==> run_1/power_grid.png <==
Pins as bars on the die edge.
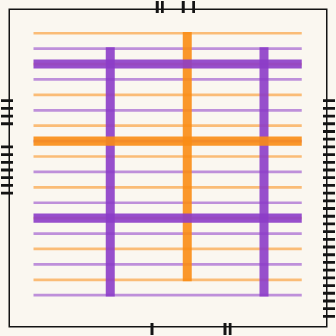
==> run_1/placement_by_type.png <==
Scale bar: 20 microns.
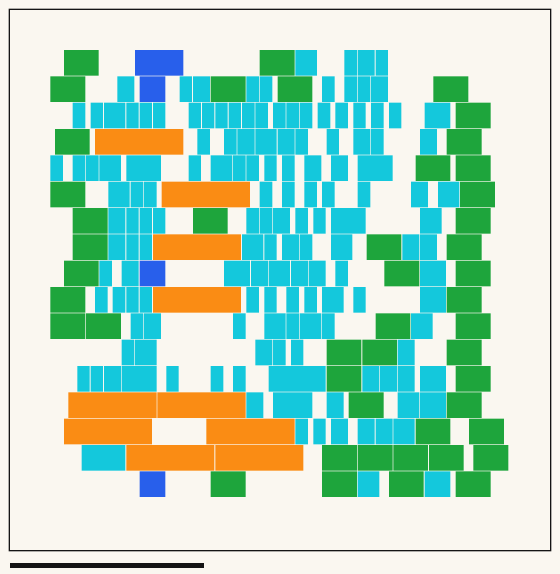
==> run_1/clk_routes.png <==
Scale bar: 20 microns.
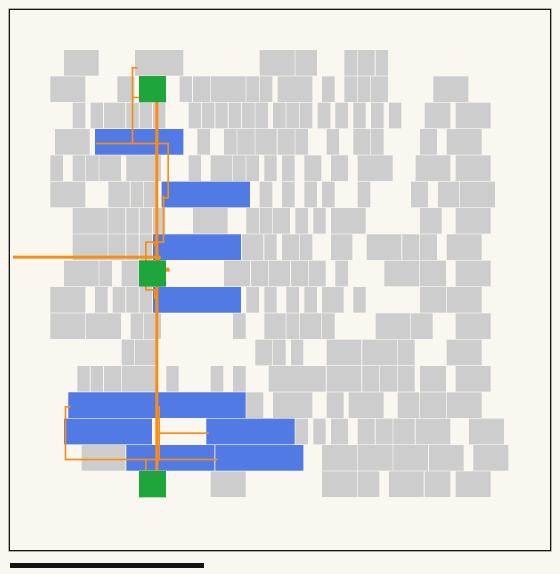
==> run_1/wires.png <==
Two of the layers only.
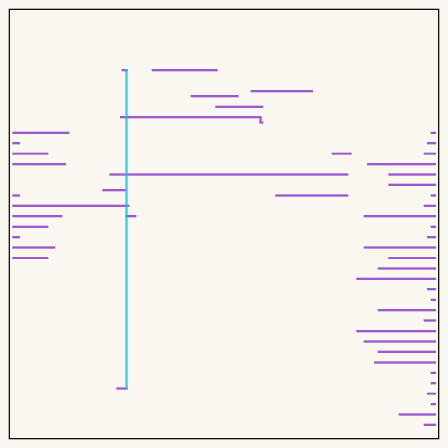
$ cat config.mk
export PLATFORM = sky130hd
export DESIGN_NAME = fifo_rr_arbiter
export DESIGN_NICKNAME = d
export VERILOG_FILES = /design/src/rtl/fifo_rr_arbiter.sv
export SDC_FILE = /design/constraint.sdc
export NUM_CORES = 1
export LEC_CHECK = 0
export ABC_AREA = 1
export CORE_MARGIN = 4
export CORE_UTILIZATION = 44
export CTS_CLUSTER_DIAMETER = 100
export CTS_CLUSTER_SIZE = 10
export DETAILED_ROUTE_END_ITERATION = 7
export PLACE_DENSITY = 0.85
export SETUP_SLACK_MARGIN = 0.15
export SYNTH_ARGS = -nofsm -noshare
export SYNTH_HDL_FRONTEND = slang
export SYNTH_SLANG_ARGS = --single-unit
$ cat constraint.sdc
create_clock -name clk -period 4.2 [get_ports clk]
set_input_delay 0.42 -clock clk [delete_from_list [all_inputs] [get_ports clk]]
set_output_delay 0.42 -clock clk [all_outputs]
set_load 0.02 [all_outputs]
$ cat src/rtl/fifo_rr_arbiter.sv
// rtl/fifo_rr_arbiter.sv - round-robin pop/push scheduler sharing one egress FIFO among four VC source FIFOs
module fifo_rr_arbiter #(
    parameter int DATA_WIDTH = 6,
    parameter int QUANTUM    = 4
) (
    input  logic                    clk,
    input  logic                    reset,
    input  logic                    enable,
    input  logic [3:0]              empty_in,
    input  logic [4*DATA_WIDTH-1:0] data_in,
    input  logic                    almost_full_dest,
    output logic [3:0]              pop_out,
    output logic                    push_out,
    output logic [DATA_WIDTH-1:0]   data_out,
    output logic [1:0]              grant_id,
    output logic                    busy,
    output logic                    stall
);

    typedef enum logic {IDLE = 1'b0, BURST = 1'b1} state_t;

    localparam logic [3:0] QUANT = 4'(QUANTUM);

    state_t     state, state_next;
    logic [1:0] rr_ptr, rr_ptr_next;
    logic [1:0] grant_next;
    logic [3:0] burst_cnt, cnt_next;
    logic       pop_valid_q;
    logic [1:0] sel_q;

    logic [3:0] req;
    logic       can_pop;
    logic [1:0] search_start;
    logic [1:0] cand;
    logic       win_found;
    logic [1:0] win_idx;
    logic       releasing;
    logic       pop_any;
    logic [1:0] pop_idx;

    assign req     = ~empty_in;
    assign can_pop = enable & ~almost_full_dest;

    // A releasing burst searches from grant_id+1, so the current holder is considered last.
    always_comb begin
        search_start = (state == BURST) ? grant_id + 2'd1 : rr_ptr;
        win_found    = 1'b0;
        win_idx      = search_start;
        cand         = search_start;
        for (int k = 3; k >= 0; k--) begin
            cand = search_start + 2'(k);
            if (req[cand]) begin
                win_found = 1'b1;
                win_idx   = cand;
            end
        end
    end

    always_ff @(posedge clk or posedge reset) begin
        if (reset) begin
            state       <= IDLE;
            rr_ptr      <= 2'd0;
            grant_id    <= 2'd0;
            burst_cnt   <= 4'd0;
            pop_valid_q <= 1'b0;
            sel_q       <= 2'd0;
        end else begin
            state       <= state_next;
            rr_ptr      <= rr_ptr_next;
            grant_id    <= grant_next;
            burst_cnt   <= cnt_next;
            pop_valid_q <= pop_any;
            sel_q       <= pop_idx;
        end
    end

    always_comb begin
        state_next  = state;
        rr_ptr_next = rr_ptr;
        grant_next  = grant_id;
        cnt_next    = burst_cnt;
        releasing   = 1'b0;
        pop_any     = 1'b0;
        pop_idx     = grant_id;
        case (state)
            IDLE: begin
                if (can_pop && win_found) begin
                    pop_any    = 1'b1;
                    pop_idx    = win_idx;
                    grant_next = win_idx;
                    cnt_next   = 4'd1;
                    state_next = BURST;
                end
            end
            BURST: begin
                releasing = ~req[grant_id] | (burst_cnt >= QUANT);
                if (releasing) begin
                    rr_ptr_next = grant_id + 2'd1;
                    if (can_pop && win_found) begin
                        pop_any    = 1'b1;
                        pop_idx    = win_idx;
                        grant_next = win_idx;
                        cnt_next   = 4'd1;
                    end else begin
                        state_next = IDLE;
                    end
                end else if (can_pop) begin
                    pop_any  = 1'b1;
                    pop_idx  = grant_id;
                    cnt_next = burst_cnt + 4'd1;
                end
            end
            default: state_next = IDLE;
        endcase
    end

    // Strobes are gated by reset so nothing escapes while the block is held in reset.
    always_comb begin
        pop_out = 4'b0000;
        if (pop_any && !reset) begin
            pop_out[pop_idx] = 1'b1;
        end
        push_out = pop_valid_q & ~reset;
        data_out = pop_valid_q ? data_in[int'(sel_q)*DATA_WIDTH +: DATA_WIDTH] : '0;
        busy     = (state == BURST);
        stall    = ~reset & (|req) & ~(|pop_out);
    end

endmodule
==> flow_summary.yaml, run 1 <==
# physical design summary
outcome:
  status: "complete, no violations"
clock_tree:
  cts-htree-levels: 1
  clk_path_buf_depth: 2
  cts.hold.buffers_added: 0
  cts_made_buffers: 3
  cts_root_buf: "clkbuf_4"
  cts_sinks: 10
  post_cts_buffers: 0
  cts_tree: "done"
  cts.repair.resized: 0
  cts.clk_slew.worst_paths_ns: 0.06
finish:
  fin_nets: 243
  synthToLayoutAreaGrowth_pct: 50.3
  diodes: 0
  drive_above_1_share_pct: 11.0
  most-common-layout-cells: "46 x clkdlybuf4s50_1, 45 x nand2_1, 25 x nand3_1"
  fin_cells: 237
  mostFrequentLayoutCell: "clkdlybuf4s50_1"
synthesis:
  synth-edff-count: 0
  synth_cell_type_count: 23
  synth_seq_share_pct: 24.9
  synth_warnings: 0
  ys_top_cells_by_area: "dfrtp_1 25%, nand2_1 17%, nand3_1 12%"
  synth-main-ff-cell: "dfrtp_1"
  syn_avg_cell_area_sq_um: 6.20
  syn-instance-count: 162
  synth.top_cell.area_share_pct: 24.9
  yosysMostFrequentCell: "nand2_1"
  yosys_cells: 162
  yosysTopAreaCell: "dfrtp_1"
  synthTopCellsByCount: "45 x nand2_1, 25 x nand3_1, 23 x inv_1"
  synthArstFlopShare_pct: 100
  fp_nets: 195
  synth_area_sq_um: 1000
  ys_chip_area_sq_um: 1000
  ys_ff: 10
setup_path:
  required_ns: 3.78
  ff2ff_path_depth: 13
  endpoint: "pop_out[1]"
  worst_setup_path_end_kind: "output pin"
  start_kind: "register"
  r2r-end: "sel_q[1]"
  worstSetupPathType: "reg -> out"
  regToRegSetupSlack_ns: 2.16
  startpoint: "sel_q[0]"
  worstReg2RegStart: "sel_q[0]"
  crit_fanout: 13
  cp.arrival_ns: 2.93
timing:
  max_freq_mhz: 299
  hold_viol: 0
  max_slew_margin_pct: 60.9
  drv_slew: 0
  skew_ns: 0.00419
  finalCritPeriodShare_pct: 79.7
  rsz0062_at_grt: "false"
  period_minus_slack_ns: 3.35
  worst_slew_pin_slew_ns: 0.582
  final.setup.tns_ns: 0
  finalSetupViolCount: 0
global_route:
  antenna_found_initial: 0
  grt_max_degree: 17
  grt_pass1_vias: 1283
  grt_pass1_wl_microns: 5510
  grt_overflow_total: 0
drt:
  dr_wl_met3_microns: 270
  drtIter0Drc: 41
  met2_length_microns: 1420
  ant_nets: 0
  top_layer: "met4"
  viasPerCell: 5.19
  wl_met1_microns: 1330
  drc_errors: 0
  dr.pass1.iters: 5
placed_design:
  placed_area_sq_um: 1470
  placedCellCount: 233
  port_buffers: 46
  gp_congestion: 0.871
  dp_hpwl_microns: 2530
power_and_ir_drop:
  vdd_ir_drop_max_v: 0.000499
  p_leak_uw: 0.000737
  pwr_density_cell_nw_per_um2: 649
run:
  stage_log_warnings: 26
  drv_cap: 0
die:
  dieArea_sq_um: 3110
  io_pins: 47
  row_count: 17
  fp_util_pct: 45.9
hold_path:
  hold_class: "in -> async"
Notes on power_grid.png above:
purple -> VSS
orange -> VDD
met5 straps = 3
signal pins = 47
Die Span X: 55.8 microns
die y size: 55.8 microns

Notes on placement_by_type.png above:
orange -> flops  # cells 10
green -> other buffers and delay cells  # cells 46
cyan -> combinational and other logic  # cells 149
blue -> clock drivers and dummy loads  # cells 4
sequential portion of the cell area: 16.6%
core area: 2190 sq um
final core utilization: 68.9%
Design Area, Final: 1510 sq um

Notes on clk_routes.png above:
blue -> flip-flops  # count 10
green -> clock drivers  # count 3
orange -> clock wires  # length 136 microns
routed clock nets = 4
Clock net power: 87.1 uW
Clock Latency Late Sink: 0.27 ns

Notes on wires.png above:
purple -> metal 3  # wire length 270 microns
cyan -> metal 4  # wire length 41.5 microns
DRT Wirelength: 3060 microns
wire per inst: 12.9 microns
vias: 1,229
All-Layer GR Usage: 21.3%

-- run 1: worst max-delay path: stages (launching register included) --
cell	delay [ns]
dfrtp_1	0.66
inv_2	0.19
nand2_2	0.14
nand3_1	0.12
nand3_1	0.16
nand2_1	0.07
nand2_1	0.07
nand3_1	0.10
nand2_1	0.09
nand2_1	0.05
nand2_1	0.08
nand2_1	0.07
nand2_1	0.07
nand2_2	0.06
nor2_1	0.10
clkdlybuf4s50_1	0.62
-- run 1: report_power, final --
group | internal (uW) | leakage [uW] | switching, uW
Sequential | 130 | 0.000125 | 76.2
Clock | 52.7 | 0.0000210 | 34.3
Combinational | 267 | 0.000591 | 420
Total | 450 | 0.000737 | 530
-- run 1: cell families after synthesis --
group	count (synthesis)	share of synthesized area, %
AND/OR/NAND/NOR	99	45.8
flip-flops	10	24.9
AND-OR/OR-AND	21	14.3
adder cells (fa/ha/maj)	1	1.25
buffers and inverters	30	12.7
multiplexers	1	0.996
-- run 1: layer usage --
layer,up-vias,GRT usage [%]
li1,624,-
met1,538,25.8
met2,64,36.1
met3,3,5.57
met4,0,7.64
met5,-,0
-- run 1: sequential cells by signal (all words and copies together), names as in the netlist --
| name | cells |
|---|---|
| pop_valid_q | 1 |
| sel_q | 2 |
| busy | 1 |
| burst_cnt | 4 |
| rr_ptr | 2 |
-- run 1: final cells by class --
class	count	area [sq um]
Inverter	27	101
Clock buffer	4	36.3
Timing Repair Buffer	46	460
Fill cell	194	681
Multi-Input combinational cell	122	627
Tap cell	28	35.0
Sequential cell	10	250
-- run 1: per-stage QoR --
stage	setup WS, ns	total power (uW)	hold WS, ns
global route	0.555	1090	0.513
floorplan	1.93	713	0.260
finish	0.854	981	0.499
CTS	0.850	985	0.504
detailed placement	1.03	894	0.488
global placement	1.12	865	0.495
## Run 2: what changed since run 1
--- a/config.mk
+++ b/config.mk
@@ -7,11 +7,11 @@
 export LEC_CHECK = 0
 export ABC_AREA = 1
 export CORE_MARGIN = 4
-export CORE_UTILIZATION = 44
+export CORE_UTILIZATION = 41
 export CTS_CLUSTER_DIAMETER = 100
 export CTS_CLUSTER_SIZE = 10
 export DETAILED_ROUTE_END_ITERATION = 7
-export PLACE_DENSITY = 0.85
+export PLACE_DENSITY = 0.8
 export SETUP_SLACK_MARGIN = 0.15
 export SYNTH_ARGS = -nofsm -noshare
 export SYNTH_HDL_FRONTEND = slang
==> constraint.sdc (replaced) <==
create_clock -name clk -period 3.3 [get_ports clk]
set_input_delay 0.33 -clock clk [delete_from_list [all_inputs] [get_ports clk]]
set_output_delay 0.33 -clock clk [all_outputs]
set_load 0.02 [all_outputs]
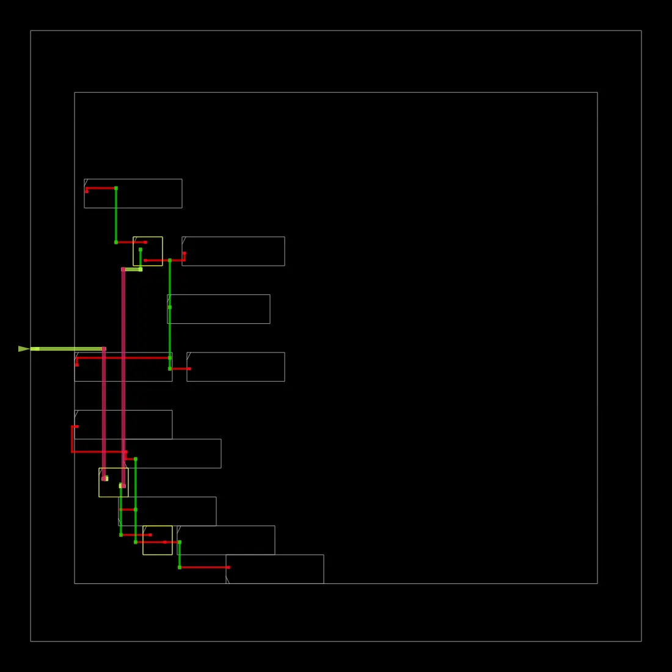
(run_2/clocks.png)
sequential cell count: 10
clock skew: 0.00684 ns
clock buffers: 3
Clock Latency Late Sink: 0.26 ns
CTS Sinks: 10

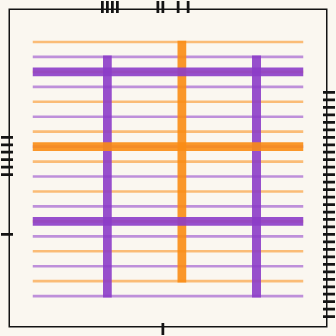
(run_2/power_grid.png)
Pins as bars on the die edge.
orange -> VDD
purple -> VSS
met1 rails = 18
signal pins = 47
met4 straps = 3
met5 straps = 3
rows = 17
worst vdd ir: 0.000476 V
die y size: 57.5 microns

==> run 2 against run 1 <==
Net effect: critical path depth up 1; clock power down 9.1%; clock skew up 0.0026 ns; sequential share of layout area about the same; cell area up 1.2%; synthesized cell count unchanged; register-to-register slack worse by 0.67 ns; hold slack worse by 0.065 ns; sequential power up 12%; via count up 3.4%; area after synthesis unchanged; count of clock-buffer cells in the layout down 1; largest power group unchanged.
==> flow_summary.yaml, run 2 <==
# physical design summary
setup_path:
  worst_setup_path_end_kind: "output pin"
  crit_fanout: 9
  path_common_cell: "nand2_1"
  ff2ff_path_depth: 12
  crit_family: "simple AND/OR/NAND/NOR gates"
  cp.buffers_inverters: 3
  crit_chain: "inv_2, nand2_2, nand3_1, nand2_1, nand2_1, nand3_1, nand2_1, inv_2, nand2_1, nand2_1, nand2_1, nand3_2, nand2_2, nand2_2, nor2_1, dlymetal6s2s_1"
  worstReg2RegStart: "sel_q[0]"
  r2r-end: "sel_q[1]"
  required_ns: 2.97
  start_kind: "register"
  regToRegSetupSlack_ns: 1.49
  critPathMaxStageDelay_ns: 0.47
  worst_path_max_delay_cell: "dfrtp_2"
  cp.arrival_ns: 2.31
clock_tree:
  cts.clk_slew.worst_paths_ns: 0.06
  clk_path_buf_depth: 2
  post_cts_buffers: 0
  cts.hold.buffers_added: 0
  cts_tree: "done"
  cts-htree-levels: 1
  cts_root_buf: "clkbuf_4"
  cts_made_buffers: 3
timing:
  rsz0062_at_grt: "false"
  setup_slack_ns: 0.663
  hold_viol: 0
  final.setup.tns_ns: 0
  hold_slack_ns: 0.434
  drv_slew: 0
  finalCritPeriodShare_pct: 79.9
  worst_slew_pin_slew_ns: 0.465
  period_minus_slack_ns: 2.64
  max_freq_mhz: 379
placed_design:
  gp_congestion: 0.861
  pre_cts_ws_ns: 0.285
  port_buffers: 46
  dp_hpwl_microns: 2600
drt:
  wire_per_inst_microns: 13.1
  viasPerCell: 5.34
  drtIter0Drc: 59
  ant_nets: 0
  drc_errors: 0
  wirelength_microns: 3120
  vias: 1271
  dr.pass1.iters: 4
die:
  row_count: 17
  die_w_microns: 57.5
  dieArea_sq_um: 3310
  fp_util_pct: 44.1
synthesis:
  synth_warnings: 0
  ys_chip_area_sq_um: 1000
  yosysTopAreaCell: "dfrtp_1"
  synth.top_cell.area_share_pct: 24.9
  synth-main-ff-cell: "dfrtp_1"
  yosysMostFrequentCell: "nand2_1"
  synth_area_sq_um: 1000
  synthTopCellsByCount: "45 x nand2_1, 25 x nand3_1, 23 x inv_1"
  syn_avg_cell_area_sq_um: 6.20
  synth_seq_share_pct: 24.9
  synth-edff-count: 0
  synthArstFlopShare_pct: 100
  yosys_cells: 162
  synth_cell_type_count: 23
  ys_top_cells_by_area: "dfrtp_1 25%, nand2_1 17%, nand3_1 12%"
  fp_nets: 195
hold_path:
  hold_class: "in -> async"
global_route:
  grt_pass1_wl_microns: 4930
  grt_overflow_total: 0
  grt_pass1_vias: 1168
  track_usage_pct: 18.3
  grt_max_degree: 16
  antenna_found_initial: 0
power_and_ir_drop:
  pwr_density_cell_nw_per_um2: 813
  p_int_uw: 566
  p_leak_uw: 0.000811
  power_frac_clock_pct: 6.4
  finalPower_uw: 1240
  comb_power_share_pct: 75.0
  p_sw_uw: 677
  swShare_pct: 54.5
  seqPwrFrac_pct: 18.7
finish:
  largest_reg_flops: 4
  synthToLayoutAreaGrowth_pct: 52.2
  most-common-layout-cells: "45 x nand2_1, 42 x clkdlybuf4s50_1, 25 x nand3_1"
  fin_nets: 245
  diodes: 0
  drive_above_1_share_pct: 12.9
  mostFrequentLayoutCell: "nand2_1"
  final_core_util_pct: 67.2
  regMostFlops: "burst_cnt"
outcome:
  status: "complete, no violations"
run:
  drv_cap: 0
  stage_log_warnings: 26
run 2: cell families (layout without fill, tap and decap cells):
logic type	Yosys count	in the layout	synth area share, %
and+or+nand+nor	99	99	45.8
buffers and inverters	30	78	12.7
adders and majority gates	1	1	1.25
DFF	10	10	24.9
muxes	1	1	0.996
AOI/OAI and AO/OA	21	21	14.3
run 2: final cells by class:
type                    count  area [sq um]
repair buffers             48           485
clock buffers               3          22.5
multi-input cells         122           632
well taps                  28          35.0
fillers                   206           747
flip-flops and latches     10           253
inverters                  27           101
run 2: worst max path at each step:
stage          slack [ns]        start          to  depth (start not counted)
5_1_grt              0.44     sel_q[0]  pop_out[1]                         14
4_1_cts              0.25     sel_q[0]  pop_out[1]                         14
6_report             0.66     sel_q[0]  pop_out[3]                         16
3_3_place_gp         0.41  empty_in[3]  pop_out[3]                         11
3_5_place_dp         0.29  empty_in[2]  pop_out[3]                         11
2_1_floorplan        1.12         busy  pop_out[3]                         14
run 2: through the flow:
| step | instances | area [sq um] |
|---|---|---|
| after floorplan | 162 | 1000 |
| after global placement | 235 | 1490 |
| after detailed placement | 235 | 1490 |
| after CTS | 238 | 1510 |
| after global routing | 238 | 1530 |
| final | 238 | 1530 |
run 2: power by group through the flow:
stage               sequential (uW)  clock [uW]  combinational, uW
finish                          232        79.2                932
global route                    240        90.7               1030
CTS                             229        82.1                932
detailed placement              231           0                931
global placement                230           0                900
floorplan                       228           0                679
run 2: per-layer routing:
layer / vias to the layer above / global-route usage, % / wire length (microns)
li1: 630 / - / -
met1: 579 / 22.1 / 1300
met2: 56 / 32.7 / 1440
met3: 6 / 2.26 / 332
met4: 0 / 6.95 / 45
met5: - / 0 / 0
## Run 3: what changed since run 2
--- a/config.mk
+++ b/config.mk
@@ -7,11 +7,11 @@
 export LEC_CHECK = 0
 export ABC_AREA = 1
 export CORE_MARGIN = 4
-export CORE_UTILIZATION = 41
+export CORE_UTILIZATION = 37
 export CTS_CLUSTER_DIAMETER = 100
 export CTS_CLUSTER_SIZE = 10
 export DETAILED_ROUTE_END_ITERATION = 7
-export PLACE_DENSITY = 0.8
+export PLACE_DENSITY = 0.76
 export SETUP_SLACK_MARGIN = 0.15
 export SYNTH_ARGS = -nofsm -noshare
 export SYNTH_HDL_FRONTEND = slang
==> constraint.sdc (replaced) <==
create_clock -name clk -period 2.3 [get_ports clk]
set_input_delay 0.23 -clock clk [delete_from_list [all_inputs] [get_ports clk]]
set_output_delay 0.23 -clock clk [all_outputs]
set_load 0.02 [all_outputs]
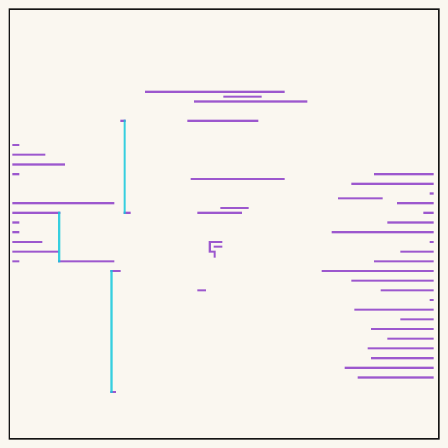
(run_3/wires.png)
Two of the layers only.
purple -> metal 3  # wire length 302 microns
cyan -> metal 4  # wire length 36.7 microns
DRT Wirelength: 3680 microns
wire per inst: 13.5 microns
All-Layer GR Usage: 21.3%
vias: 1,421

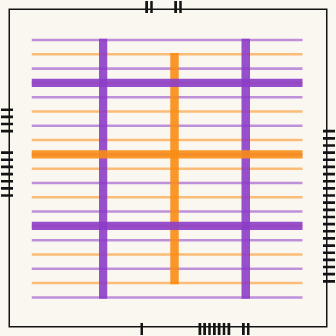
(run_3/power_grid.png)
Pins as bars on the die edge.
purple -> VSS
orange -> VDD
met1 rails = 19
signal pins = 47
rows = 18
met4 straps = 3
Die Span X: 60.1 microns
die y size: 60.1 microns
core area: 2520 sq um

==> run 3 against run 2 <==
Net effect: the flow now finishes with violations (negative setup slack); combinational power increased by 100%; critical endpoint unchanged; area after synthesis unchanged; cell area increased by 20%; register-to-register slack got worse by 1.1 ns; non-clock buffer count rose by 32; clock skew fell by 0.00055 ns; wire length rose by 18%; first-iteration DRC count fell by 1.7%; critical path depth shrank 2; sequential power up 44%.
==> flow_summary.yaml, run 3 <==
# physical design summary
finish:
  synthToLayoutAreaGrowth_pct: 83.1
  drive_above_1_share_pct: 34.2
  largest_reg_flops: 4
  regMostFlops: "burst_cnt"
  fin_nets: 277
  mostFrequentLayoutCell: "nand2_1"
synthesis:
  synth_area_sq_um: 1000
  synth.top_cell.area_share_pct: 24.9
  synth-edff-count: 0
  fp_nets: 195
  synthTopCellsByCount: "45 x nand2_1, 25 x nand3_1, 23 x inv_1"
  synthArstFlopShare_pct: 100
  synth-main-ff-cell: "dfrtp_1"
  ys_chip_area_sq_um: 1000
  yosysTopAreaCell: "dfrtp_1"
  ys_ff: 10
  yosysMostFrequentCell: "nand2_1"
  synth_cell_type_count: 23
placed_design:
  dp_hpwl_microns: 2820
  gp_congestion: 0.964
  pre_cts_ws_ns: -0.399
  port_buffers: 46
clock_tree:
  cts_root_buf: "clkbuf_4"
  cts-htree-levels: 1
  cts_sinks: 10
timing:
  final.setup.tns_ns: -0.168
  hold_slack_ns: 0.319
  rsz0062_at_grt: "true"
  worst_slew_pin_slew_ns: 0.445
  setup_slack_ns: -0.0722
  finalSetupViolCount: 3
  period_minus_slack_ns: 2.37
  drv_slew: 0
  skew_ns: 0.00629
global_route:
  grt_pass1_vias: 1392
  grt_overflow_total: 0
  antenna_found_initial: 0
  grt_pass1_wl_microns: 5950
  grt_max_degree: 14
run:
  drv_cap: 0
  stage_log_warnings: 28
die:
  row_count: 18
  io_pins: 47
  dieArea_sq_um: 3610
setup_path:
  start_kind: "register"
  cp.arrival_ns: 2.14
  worstReg2RegStart: "busy"
  critPathMaxStageDelay_ns: 0.49
  cp.buffers_inverters: 1
  ff2ff_path_depth: 12
  worstSetupPathType: "reg -> out"
  worst_path_max_delay_cell: "dfrtp_2"
  worst_setup_path_end_kind: "output pin"
  crit_chain: "o21ai_4, nand2_2, nand2_2, nand2_1, nand2_1, nand3_2, nand2_2, nand2_1, nand2_1, nand3_2, nand2_2, nand2_2, nor2_1, buf_4"
  regToRegSetupSlack_ns: 0.43
  path_common_cell: "nand2_2"
  r2r-end: "sel_q[0]"
  required_ns: 2.07
drt:
  ant_nets: 0
  drc_errors: 0
  viasPerCell: 5.21
  drtIter0Drc: 58
  dr.pass1.iters: 4
outcome:
  status: "complete, but fails checks"
  violations: "negative setup slack"
hold_path:
  hold_class: "in -> async"
power_and_ir_drop:
  p_leak_uw: 0.000938
  pwr_density_cell_nw_per_um2: 1310
  finalPower_uw: 2410
-- run 3: metal layers --
metal	wire, microns	vias up	track usage [%]
met5	0	-	0
met4	36	0	6.01
met3	302	6	3.46
met2	1910	62	39.8
met1	1430	659	24.4
li1	-	694	-
-- run 3: cell type report --
cell class	count	area, sq um
repair buffers	80	713
flip-flops and latches	10	254
well taps	30	37.5
inverters	27	101
clock buffers	4	36.3
multi-input cells	122	697
fillers	199	683
-- run 3: where the power goes --
group          internal, uW  switching, uW  leakage (uW)
Combinational           884           1030      0.000796
Sequential              245           89.9      0.000122
Clock                  96.1           63.5     0.0000210
-- run 3: through the flow --
step | instance area [sq um] | util, % | instances
after floorplan | 1000 | - | 162
after global placement | 1690 | 67.2 | 264
after detailed placement | 1690 | 67.2 | 264
after CTS | 1790 | 71.0 | 271
after global routing | 1840 | 72.9 | 273
final | 1840 | 72.9 | 273
-- run 3: worst max path at each step --
| stage | startpoint | endpoint | slack [ns] | cells past startpoint |
|---|---|---|---|---|
| floorplan | busy | pop_out[3] | 0.22 | 14 |
| global placement | empty_in[2] | pop_out[2] | -0.31 | 10 |
| detailed placement | empty_in[2] | pop_out[2] | -0.40 | 10 |
| CTS | busy | pop_out[1] | -0.02 | 14 |
| global route | busy | pop_out[1] | -0.22 | 14 |
| finish | busy | pop_out[3] | -0.07 | 14 |
-- run 3: what timing repair did --
action                                  CTS  global route
endpoints found under the hold margin     0             0
resized                                  43            12
buffers inserted                          3             2
hold buffers                              0             0
pin swaps                                16             9
endpoints found under the setup margin   10             8
-- run 3: cells by family after synthesis --
| logic type | share of synthesized area (%) |
|---|---|
| AOI/OAI and AO/OA | 14.3 |
| adders and majority gates | 1.25 |
| buffers and inverters | 12.7 |
| DFF | 24.9 |
| muxes | 0.996 |
| and+or+nand+nor | 45.8 |
No activity file was given, so power comes from the tool's default toggle rates.
